Design ex_operand_stage, sky130hd; sources not shown.
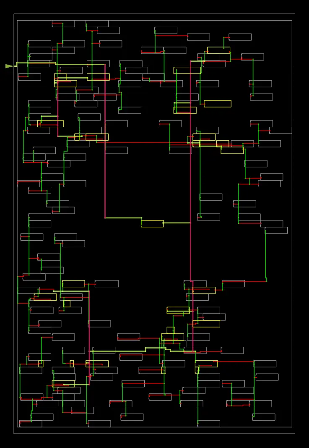
clock_nets.png
Final Skew: 6.91 ps
clk ins delay skew pair: 430 ps

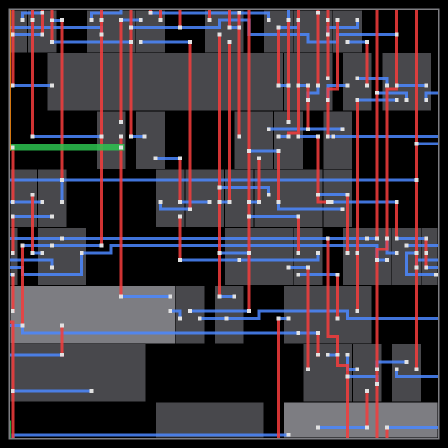
closeup.png
Region (76, 118) to (96, 138) um. Cells in gray, sequential cells in the stronger gray; small squares are vias.
[red] M2
[green] M3
[orange] M4
[blue] M1
cells with their middle in the window: 39
most frequent: nand2_1 (14), nand4_1 (6), inv_1 (4)
sequential cells in the window: 2

==> flow_summary.json <==
{
  "ys_warn_count": 0,
  "use_met1": 0.175,
  "htreeDepth": 4,
  "drive_gt1_frac": 0.104,
  "worstSetupStartpointType": "input pin",
  "vias_per_cell": 4.17,
  "grt_first_pass_wirelength_um": 25600,
  "post_synth_instance_area_mm2": 0.00573,
  "placed_cell_area_mm2": 0.00863,
  "rows": 61,
  "numCtsBuffers": 17,
  "outcome": "completed",
  "slew_viol_final": 0,
  "ff_latch_area_mm2": 0.00330,
  "worst_ep_arrival_time_ps": 1920,
  "mux_share": 0.0629,
  "via_count": 4910,
  "min_path_type": "reg2reg",
  "ys_sh_simple": 0.215,
  "clock-sinks": 132,
  "portBuffers": 267,
  "syn_inst": 642
}
[where the power goes]
group          switching [W]  leakage, nW  internal (W)
registers          0.0000565         1.72       0.00225
clock network       0.000926        0.286       0.00161
logic               0.000555         2.83      0.000468
total                0.00154         4.84       0.00433
[repair_timing]
| action | 4_1_cts | 5_1_grt |
|---|---|---|
| endpoints found under the hold margin | 45 | 0 |
| endpoints found under the setup margin | 77 | 3 |
| pin swaps | 1 | 1 |
| hold buffers | 1 | 0 |
| buffers inserted | 2 | 0 |
| gates resized | 41 | 19 |
[Yosys cell counts, drive strengths merged]
library cell | number | area [um2]
xor2 | 8 | 70.1
nand4 | 20 | 125
dfrtp | 132 | 3300
clkbuf | 5 | 18.8
xnor2 | 5 | 43.8
nand2 | 116 | 453
ha | 1 | 12.5
nor3 | 6 | 30.0
o21ai | 1 | 5.00
nand3 | 15 | 80.1
buf | 16 | 133
mux2 | 32 | 360
inv | 147 | 552
nor2 | 138 | 546
[cell type report]
| type | count | share of cell area |
|---|---|---|
| flip-flops and latches | 132 | 0.357 |
| repair buffers | 272 | 0.296 |
| multi-input cells | 342 | 0.190 |
| inverters | 147 | 0.0595 |
| clock buffers | 22 | 0.0501 |
| well taps | 252 | 0.0340 |
| clock inverters | 9 | 0.0139 |
| diodes | 1 | 0.000270 |
[critical path: stages]
cell,delay (ps)
clkdlybuf4s50_1,510
inv_1,70
nand2_1,50
nand2_1,70
nor2_2,120
nand3_1,80
nand2_1,90
nand2_2,60
nand2_4,80
nand2_4,80
inv_2,90
buf_6,130
[per-layer routing]
layer / routed length [um] / share of wire
met5: 0 / 0
met4: 433 / 0.027
met3: 1590 / 0.098
met2: 8120 / 0.50
met1: 6040 / 0.37
Power is estimated from default activity; no workload was simulated.
